==> src/rtl/ifu_pkg.sv <==
// Shared definitions for the prefetching instruction fetch unit: default widths,
// the FIFO entry layout and the credit-counter width helper.
package ifu_pkg;

    localparam int          XLEN_DEF     = 32;
    localparam logic [31:0] RESET_PC_DEF = 32'h0000_0000;
    localparam logic [31:0] INSTR_NOP    = 32'h0000_0013;

    typedef struct packed {
        logic [XLEN_DEF-1:0] pc;
        logic [XLEN_DEF-1:0] instr;
    } fetch_entry_t;

    // Counters must represent 0..depth inclusive.
    function automatic int cnt_width(input int depth);
        return $clog2(depth + 1);
    endfunction

endpackage

==> src/rtl/ifu_prefetch_if.sv <==
// Fetch-unit bus: redirect input, instruction-memory request/response channels
// and the decode-side output channel. master = fetch unit, slave = environment.
interface ifu_prefetch_if #(parameter int XLEN = ifu_pkg::XLEN_DEF);

    logic            redirect_valid;
    logic [XLEN-1:0] redirect_pc;
    logic            imem_req_valid;
    logic            imem_req_ready;
    logic [XLEN-1:0] imem_req_addr;
    logic            imem_rsp_valid;
    logic [XLEN-1:0] imem_rsp_data;
    logic            out_valid;
    logic            out_ready;
    logic [XLEN-1:0] out_pc;
    logic [XLEN-1:0] out_instr;

    modport master (
        input  redirect_valid, redirect_pc, imem_req_ready, imem_rsp_valid,
               imem_rsp_data, out_ready,
        output imem_req_valid, imem_req_addr, out_valid, out_pc, out_instr
    );

    modport slave (
        output redirect_valid, redirect_pc, imem_req_ready, imem_rsp_valid,
               imem_rsp_data, out_ready,
        input  imem_req_valid, imem_req_addr, out_valid, out_pc, out_instr
    );

endinterface

==> src/rtl/ifu_fifo.sv <==
// Generic synchronous FIFO with flush; the head entry is presented directly from
// register storage so a push is visible on rdata the following cycle.
module ifu_fifo
    import ifu_pkg::*;
#(
    parameter int  DEPTH = 4,
    parameter type T     = logic [31:0],
    parameter int  CW    = cnt_width(DEPTH)
) (
    input  logic          clock,
    input  logic          reset,
    input  logic          push,
    input  logic          pop,
    input  logic          flush,
    input  T              wdata,
    output T              rdata,
    output logic [CW-1:0] count,
    output logic          full,
    output logic          empty
);

    localparam int AW = $clog2(DEPTH);

    T              mem_q [DEPTH];
    logic [AW-1:0] wr_ptr_q;
    logic [AW-1:0] rd_ptr_q;
    logic [CW-1:0] count_q;
    logic          do_push;
    logic          do_pop;

    assign full    = (count_q == CW'(DEPTH));
    assign empty   = (count_q == '0);
    assign count   = count_q;
    assign rdata   = mem_q[rd_ptr_q];
    assign do_push = push && !full;
    assign do_pop  = pop && !empty;

    always_ff @(posedge clock or posedge reset) begin
        if (reset) begin
            wr_ptr_q <= '0;
            rd_ptr_q <= '0;
            count_q  <= '0;
            for (int i = 0; i < DEPTH; i++) begin
                mem_q[i] <= '0;
            end
        end else if (flush) begin
            wr_ptr_q <= '0;
            rd_ptr_q <= '0;
            count_q  <= '0;
        end else begin
            if (do_push) begin
                mem_q[wr_ptr_q] <= wdata;
                wr_ptr_q        <= wr_ptr_q + AW'(1);
            end
            if (do_pop) begin
                rd_ptr_q <= rd_ptr_q + AW'(1);
            end
            count_q <= count_q + CW'(do_push) - CW'(do_pop);
        end
    end

endmodule

==> src/rtl/ifu_prefetch.sv <==
// Credit-based prefetching fetch unit with redirect flush and stale-response discard.
// Defining IFU_PERF_CNT_EN adds saturating fetched/discarded response counters.
module ifu_prefetch
    import ifu_pkg::*;
#(
    parameter int              XLEN     = XLEN_DEF,
    parameter logic [XLEN-1:0] RESET_PC = RESET_PC_DEF,
    parameter int              DEPTH    = 4
) (
    input  logic clock,
    input  logic reset,
    ifu_prefetch_if.master bus
`ifdef IFU_PERF_CNT_EN
    ,
    output logic [31:0] perf_fetched,
    output logic [31:0] perf_discarded
`endif
);

    localparam int            CW      = cnt_width(DEPTH);
    localparam logic [CW:0]   DEPTH_C = (CW + 1)'(DEPTH);

    typedef struct packed {
        logic [XLEN-1:0] pc;
        logic [XLEN-1:0] instr;
    } entry_t;

    logic [XLEN-1:0] fetch_pc_q, fetch_pc_d;
    logic [CW-1:0]   outstanding_q, outstanding_d;
    logic [CW-1:0]   discard_q, discard_d;
    logic [CW-1:0]   fifo_count, pcq_count;
    logic            fifo_empty, fifo_full, pcq_empty, pcq_full;
    logic [XLEN-1:0] pcq_head;
    entry_t          push_entry, head_entry;
    logic            redirect, rsp, accept, discarding, push_rsp, pop_out;
    logic            unused_status;

    assign redirect   = bus.redirect_valid;
    assign rsp        = bus.imem_rsp_valid;
    assign discarding = (discard_q != '0);

    // Every request in flight already owns a FIFO slot, so the FIFO can never overflow.
    assign bus.imem_req_valid = (({1'b0, outstanding_q} + {1'b0, fifo_count}) < DEPTH_C)
                                && !redirect && !reset;
    assign bus.imem_req_addr  = {fetch_pc_q[XLEN-1:2], 2'b00};
    assign accept             = bus.imem_req_valid && bus.imem_req_ready;

    assign push_rsp         = rsp && !discarding && !redirect;
    assign push_entry.pc    = pcq_head;
    assign push_entry.instr = bus.imem_rsp_data;

    assign bus.out_valid = !fifo_empty && !redirect;
    assign bus.out_pc    = head_entry.pc;
    assign bus.out_instr = head_entry.instr;
    assign pop_out       = bus.out_valid && bus.out_ready;

    ifu_fifo #(.DEPTH(DEPTH), .T(entry_t), .CW(CW)) u_prefetch_fifo (
        .clock (clock),
        .reset (reset),
        .push  (push_rsp),
        .pop   (pop_out),
        .flush (redirect),
        .wdata (push_entry),
        .rdata (head_entry),
        .count (fifo_count),
        .full  (fifo_full),
        .empty (fifo_empty)
    );

    // Addresses of live requests; responses being discarded have no entry here.
    ifu_fifo #(.DEPTH(DEPTH), .T(logic [XLEN-1:0]), .CW(CW)) u_pc_queue (
        .clock (clock),
        .reset (reset),
        .push  (accept),
        .pop   (rsp && !discarding),
        .flush (redirect),
        .wdata (bus.imem_req_addr),
        .rdata (pcq_head),
        .count (pcq_count),
        .full  (pcq_full),
        .empty (pcq_empty)
    );

    assign unused_status = ^{pcq_count, pcq_full, pcq_empty, fifo_full,
                             fetch_pc_q[1:0], bus.redirect_pc[1:0]};

    always_comb begin
        fetch_pc_d    = fetch_pc_q;
        discard_d     = discard_q;
        outstanding_d = outstanding_q + CW'(accept) - CW'(rsp);
        if (redirect) begin
            fetch_pc_d = {bus.redirect_pc[XLEN-1:2], 2'b00};
            // Everything still in flight is stale; outstanding already includes
            // any responses still pending discard, so this also covers back-to-back redirects.
            discard_d  = outstanding_q - CW'(rsp);
        end else begin
            if (accept) begin
                fetch_pc_d = fetch_pc_q + XLEN'(4);
            end
            if (rsp && discarding) begin
                discard_d = discard_q - CW'(1);
            end
        end
    end

    always_ff @(posedge clock or posedge reset) begin
        if (reset) begin
            fetch_pc_q    <= {RESET_PC[XLEN-1:2], 2'b00};
            outstanding_q <= '0;
            discard_q     <= '0;
        end else begin
            fetch_pc_q    <= fetch_pc_d;
            outstanding_q <= outstanding_d;
            discard_q     <= discard_d;
        end
    end

`ifdef IFU_PERF_CNT_EN
    logic [31:0] perf_fetched_q, perf_discarded_q;

    always_ff @(posedge clock or posedge reset) begin
        if (reset) begin
            perf_fetched_q   <= '0;
            perf_discarded_q <= '0;
        end else begin
            if (push_rsp && (perf_fetched_q != '1)) begin
                perf_fetched_q <= perf_fetched_q + 32'd1;
            end
            if (rsp && !push_rsp && (perf_discarded_q != '1)) begin
                perf_discarded_q <= perf_discarded_q + 32'd1;
            end
        end
    end

    assign perf_fetched   = perf_fetched_q;
    assign perf_discarded = perf_discarded_q;
`endif

endmodule

==> src/flat_wrapper.sv <==
// flat-port wrapper written by rule: the top's interface ports become plain ports
module ifu_prefetch_flat import ifu_pkg::*;
#(
    parameter int              XLEN     = XLEN_DEF,
    parameter logic [XLEN-1:0] RESET_PC = RESET_PC_DEF,
    parameter int              DEPTH    = 4
)
  (clock, reset, bus_redirect_valid, bus_redirect_pc, bus_imem_req_ready, bus_imem_rsp_valid, bus_imem_rsp_data, bus_out_ready, bus_imem_req_valid, bus_imem_req_addr, bus_out_valid, bus_out_pc, bus_out_instr);
  ifu_prefetch_if #(.XLEN(XLEN)) bus_i ();
  input  logic clock;
  input  logic reset;
  input wire logic [$bits(bus_i.redirect_valid)-1:0] bus_redirect_valid;
  input wire logic [$bits(bus_i.redirect_pc)-1:0] bus_redirect_pc;
  input wire logic [$bits(bus_i.imem_req_ready)-1:0] bus_imem_req_ready;
  input wire logic [$bits(bus_i.imem_rsp_valid)-1:0] bus_imem_rsp_valid;
  input wire logic [$bits(bus_i.imem_rsp_data)-1:0] bus_imem_rsp_data;
  input wire logic [$bits(bus_i.out_ready)-1:0] bus_out_ready;
  output wire logic [$bits(bus_i.imem_req_valid)-1:0] bus_imem_req_valid;
  output wire logic [$bits(bus_i.imem_req_addr)-1:0] bus_imem_req_addr;
  output wire logic [$bits(bus_i.out_valid)-1:0] bus_out_valid;
  output wire logic [$bits(bus_i.out_pc)-1:0] bus_out_pc;
  output wire logic [$bits(bus_i.out_instr)-1:0] bus_out_instr;
  assign bus_i.redirect_valid = bus_redirect_valid;
  assign bus_i.redirect_pc = bus_redirect_pc;
  assign bus_i.imem_req_ready = bus_imem_req_ready;
  assign bus_i.imem_rsp_valid = bus_imem_rsp_valid;
  assign bus_i.imem_rsp_data = bus_imem_rsp_data;
  assign bus_i.out_ready = bus_out_ready;
  assign bus_imem_req_valid = bus_i.imem_req_valid;
  assign bus_imem_req_addr = bus_i.imem_req_addr;
  assign bus_out_valid = bus_i.out_valid;
  assign bus_out_pc = bus_i.out_pc;
  assign bus_out_instr = bus_i.out_instr;
  ifu_prefetch #(.XLEN(XLEN), .RESET_PC(RESET_PC), .DEPTH(DEPTH)) u_core (.clock(clock), .reset(reset), .bus(bus_i));
endmodule
==> config.mk <==
export PLATFORM = sky130hd
export DESIGN_NAME = ifu_prefetch_flat
export DESIGN_NICKNAME = d
export VERILOG_FILES = /design/src/rtl/ifu_pkg.sv /design/src/rtl/ifu_prefetch_if.sv /design/src/rtl/ifu_fifo.sv /design/src/rtl/ifu_prefetch.sv /design/src/flat_wrapper.sv
export SDC_FILE = /design/constraint.sdc
export NUM_CORES = 1
export LEC_CHECK = 0
export CAP_MARGIN = 10
export CORE_ASPECT_RATIO = 0.75
export CORE_UTILIZATION = 30
export CTS_CLUSTER_DIAMETER = 30
export DETAILED_ROUTE_END_ITERATION = 12
export GPL_ROUTABILITY_DRIVEN = 1
export PLACE_DENSITY_LB_ADDON = 0.3
export SYNTH_ARGS = -nofsm -noshare
export SYNTH_HDL_FRONTEND = slang
export SYNTH_HIERARCHICAL = 1
export SYNTH_SLANG_ARGS = --single-unit
export TNS_END_PERCENT = 5
==> constraint.sdc <==
create_clock -name clock -period 13.05 [get_ports clock]
set_input_delay 2.61 -clock clock [delete_from_list [all_inputs] [get_ports clock]]
set_output_delay 2.61 -clock clock [all_outputs]
set_load 0.005 [all_outputs]
==> notes.md, run 1 <==
Results of an implementation run.

The flow ran to the end, and the final reports show no timing, DRC or antenna violations. Of the total power, the share spent switching nets is ~25%. The worst path meets setup with ~6.2 ns of slack.

The sum of negative setup slack is 0 ns. The floorplan report gives the top-level pin count as 168. Leaving out fill and tap cells, the most frequent cell in the layout is sky130_fd_sc_hd__dfrtp_1. The number of design rule violations left after detail routing is 0. The via count of the routed design is 11,900. The register with the most flip-flops in the layout has 256 of them. Across the routed clock network, the largest skew measured is roughly 0.025 ns. The ratio of routed vias to standard cells is between 4 and 5. Entering global routing, the biggest net connects 135 pins. The row count is 84. The max-slew headroom at the worst pin is 27.1%.

Per the OpenROAD floorplan log, the area of the core is 70,700 sq um. The total routed wirelength is slightly above 50,000 um. The iteration count recorded for the first detailed-route pass is 4. Counting pins that exceed their max-slew limit in the final report gives 0. The die is 312 um wide. The cell sequence reported for the critical path is clkdlybuf4s50_1 -> nor3_2 -> and3_1 -> clkdlybuf4s50_1. The layout has ~120 clock buffers. The fraction of final layout cells with drive strength greater than 1 is between 40 and 50%. The total met3 wirelength after detailed routing is 2660 um. The layout contains a multi-input combinational cell count of 743. The vertical extent of the die is approximately 230 um.

In the final layout, the registers with the most flip-flops are u_core/u_prefetch_fifo/mem_q (256), u_core/u_pc_queue/mem_q (128), u_core/fetch_pc_q (30). Setup repair after global routing left no endpoint under its margin. The library cells used most frequently in the layout, excluding fill and tap cells, are 430 x sky130_fd_sc_hd__dfrtp_1, 360 x sky130_fd_sc_hd__mux2_4, 162 x sky130_fd_sc_hd__clkdlybuf4s50_1, 102 x sky130_fd_sc_hd__clkbuf_16, 96 x sky130_fd_sc_hd__mux4_2.

The post-route clock period utilization is 52.3%. At the end of routability-driven placement, the weighted congestion stood at ~0.76. The number of sequential cells in the layout is ~430.

The clock group total power is 2.63 mW. The data arrival time of the critical path is 4.21 ns. Signal routing reaches up to met4. The power report lists the combinational group at a little over 0.9 mW. The number of sinks on the clock net is 434. The buffer type at the clock tree root is sky130_fd_sc_hd__clkbuf_16. The global-route total usage across every layer is between 10% and 20%. The total half-perimeter wirelength after legalization and detailed placement is ~31,000 um. Summing all multi-input logic gate instances after layout gives 9680 sq um. The timing report gives the biggest stage delay along the critical path as 0.60 ns.

The total placed instance area is 23,600 sq um. The number of instances in the placed design is 2,328. The first routing iteration left 587 violations. The hold-fix buffer count after cts is 0.

The post-synthesis area per instance is between 15 and 20 sq um. The clock latency on the worst-skew pair is 0.64 ns.
==> run 1: worst max path at each step <==
| stage | slack [ns] | startpoint | endpoint |
|---|---|---|---|
| 2_1_floorplan | 3.20 | reset | u_core/u_prefetch_fifo/count[0] |
| 3_3_place_gp | 6.26 | reset | bus_imem_req_valid |
| 3_5_place_dp | 6.23 | reset | bus_imem_req_valid |
| 4_1_cts | 6.21 | reset | bus_imem_req_valid |
| 5_1_grt | 6.16 | reset | bus_imem_req_valid |
| 6_report | 6.23 | reset | bus_imem_req_valid |
==> run 1: critical path, delay by kind of cell <==
family,cells,cell delay (ns)
buffers and inverters,2,1.10
AND/OR/NAND/NOR,2,0.51
### Sequential cells grouped by signal name, run 1

Bar = 100 um. Other sequential cells in the stronger gray, the rest of the logic in the fainter gray.
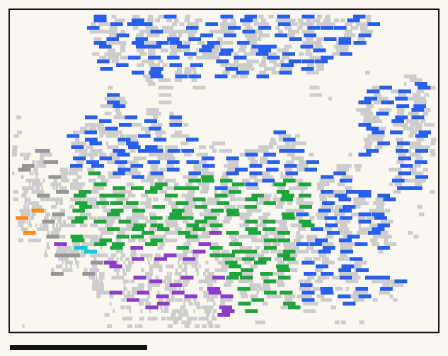
legend:
  blue:
    name_in_the_netlist: u_core/u_prefetch_fifo/mem_q
    sequential_cells: 256
    where: all over the die
  orange:
    name_in_the_netlist: u_core/outstanding_q
    sequential_cells: 3
  green:
    name_in_the_netlist: u_core/u_pc_queue/mem_q
    sequential_cells: 128
  cyan:
    name_in_the_netlist: u_core/u_pc_queue/rd_ptr_q
    sequential_cells: 2
  purple:
    name_in_the_netlist: u_core/fetch_pc_q
    sequential_cells: 30
area of all sequential standard cells: 10,900 sq um
Final Util: 38.5%
share of cell area taken by flip-flops and latches: 40.0%
power in sequential cells: 1.69 mW

### Power grid, run 1

Bar = 100 um. Pins as bars on the die edge. Tap cells in gray.
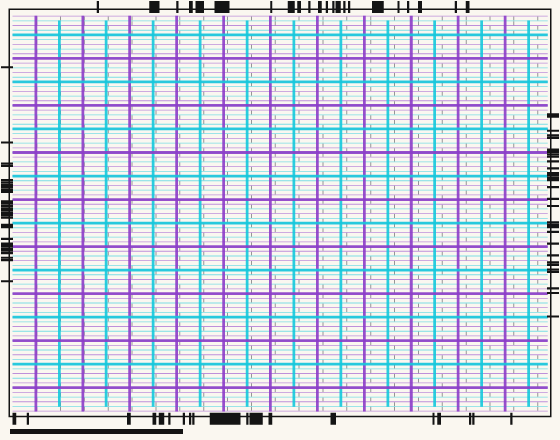
legend:
  purple:
    net: VSS
  cyan:
    net: VDD
tap cells: 946
met4 straps: 22
met1 rails: 85

### Port wiring, run 1

Bar = 100 um.
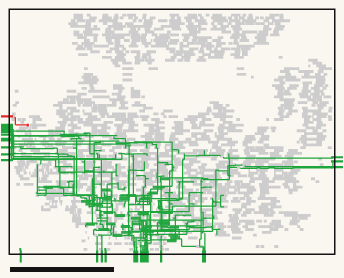
legend:
  red:
    port: bus_out_ready
    bits: 1
    direction: input
    edge: left
    end_cells: 1
    buffers: 1
    wire: 20.0 um
  green:
    port: bus_imem_req_addr
    bits: 32
    direction: output
    edge: 17 bottom, 12 left, 3 right
    end_cells: 32
    buffers: 30
    wire: 5,360 um

### Placed standard cells, run 1

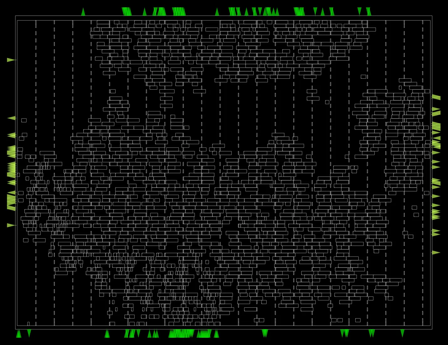

==> inputs of run 2 (changes only) <==
clock period = 6.2 ns   (was 13.05 ns; I/O delays follow)
### Placed standard cells, run 2

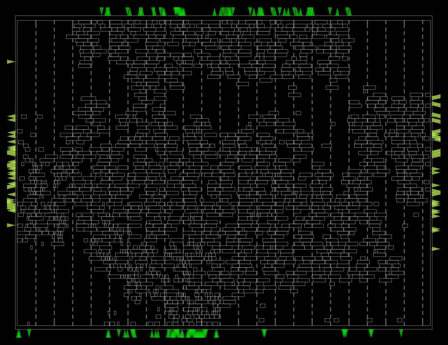
standard-cell rows: 84
Finished Layout Cells: 2,508
fill cell count: 6,471
Final Util: 38.4%
number of sequential cells in the layout: 434

### Sequential cells grouped by signal name, run 2

Bar = 100 um. Other sequential cells in the stronger gray, the rest of the logic in the fainter gray.
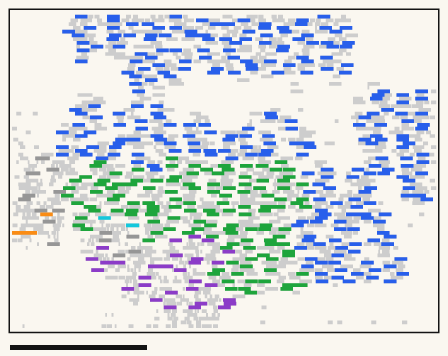
legend:
  green:
    name_in_the_netlist: u_core/u_pc_queue/mem_q
    sequential_cells: 128
  purple:
    name_in_the_netlist: u_core/fetch_pc_q
    sequential_cells: 30
  blue:
    name_in_the_netlist: u_core/u_prefetch_fifo/mem_q
    sequential_cells: 256
    where: all over the die
  orange:
    name_in_the_netlist: u_core/outstanding_q
    sequential_cells: 3
  cyan:
    name_in_the_netlist: u_core/u_pc_queue/rd_ptr_q
    sequential_cells: 2
not colored: 15

==> notes.md, run 2 <==
Results of an implementation run.

The via count of the routed design is 11,800 (-0.61%). In the layout the commonest cells are 431 x sky130_fd_sc_hd__dfrtp_1, 360 x sky130_fd_sc_hd__mux2_4, 162 x sky130_fd_sc_hd__clkdlybuf4s50_1, 99 x sky130_fd_sc_hd__clkbuf_16, 96 x sky130_fd_sc_hd__mux4_2. The count of final max-slew check failures is 0 (unchanged).

The worst clock skew on the final layout is 0.0254 ns (+0.000396 ns). The sum of negative setup slack is 0 ns (unchanged). The floorplan die width was 312 um (unchanged).

The number of instances in the placed design is 2,331 (+0.13%). The critical path depth was 3 (-1). The buffer type at the clock tree root is sky130_fd_sc_hd__clkbuf_16. The maximum number of pins on one net before global-route repair is 141 (+4.4%). The largest registers in the layout are u_core/u_prefetch_fifo/mem_q (256), u_core/u_pc_queue/mem_q (128), u_core/fetch_pc_q (30).

The start point of the critical path is u_core/u_prefetch_fifo/rd_ptr_q[1]. The final estimated routing congestion in global placement is 0.751 (-0.78%). The hold-fix buffer count after cts is 0 (unchanged). The report lists the cells along the critical path as buf_4 -> mux4_2 -> clkdlybuf4s50_1. The ratio of routed vias to standard cells is 4.71 (-0.37%).

The global-route total usage across every layer is 14.4% (+0.039 points). The vertical extent of the die was 235 um (unchanged). The last element of the critical path is bus_out_pc[11]. Per STA, the worst path accumulates the most delay in the family buffers and inverters.

The flow ran to the end, and the final reports show no timing, DRC or antenna violations. The post-synthesis area per instance was 16.9 sq um (unchanged). The clock latency on the worst-skew pair is 0.63 ns (about the same).

The final worst setup slack is 1.84 ns (-4.39 ns). The count of TritonRoute iterations in the first routing pass is 5 (+1). The fraction of final layout cells with drive strength greater than 1 was 43.9% (-0.47 points). The count of routing violations after the opening detailed-route iteration is 598 (+1.9%). The number of sinks on the clock net is 434 (unchanged). Dividing the final minimum period by the clock period gives between 70% and 80%.

The max-slew headroom at the worst pin is 37.5% (+10 points). The sum of buffers and inverters on the critical path was 2 (unchanged). The number of flip-flops in the largest register is 256 (unchanged).

The total placed instance area came to 23,700 sq um (+0.45%). The total half-perimeter wirelength after legalization and detailed placement was 31,200 um (about the same). The total core area was 70,700 sq um (unchanged). The number of design rule violations left after detail routing is 0 (unchanged).

Setup repair after global routing left no endpoint under its margin.
run 2: area by class of cell:
class | instances | area [sq um]
clock buffers | 118 | 2660
repair buffers | 178 | 1840
well taps | 946 | 1180
fillers | 6471 | 43600
multi-input cells | 743 | 9680
flip-flops and latches | 434 | 10900
inverters | 30 | 121
clock inverters | 59 | 800
run 2: report_power, final:
group	internal [mW]	leakage (nW)	switching [mW]
logic	1.24	4.48	0.723
registers	3.25	5.87	0.299
clock network	3.67	1.66	1.69
total	8.16	12.0	2.71
run 2: layer usage:
layer / track usage, % / routed length [um]
met1: 20.3 / 24700
met2: 21.3 / 23200
met3: 3.98 / 2650
met4: 4.63 / 1020
met5: 0 / 0
Power is estimated from default activity; no workload was simulated.
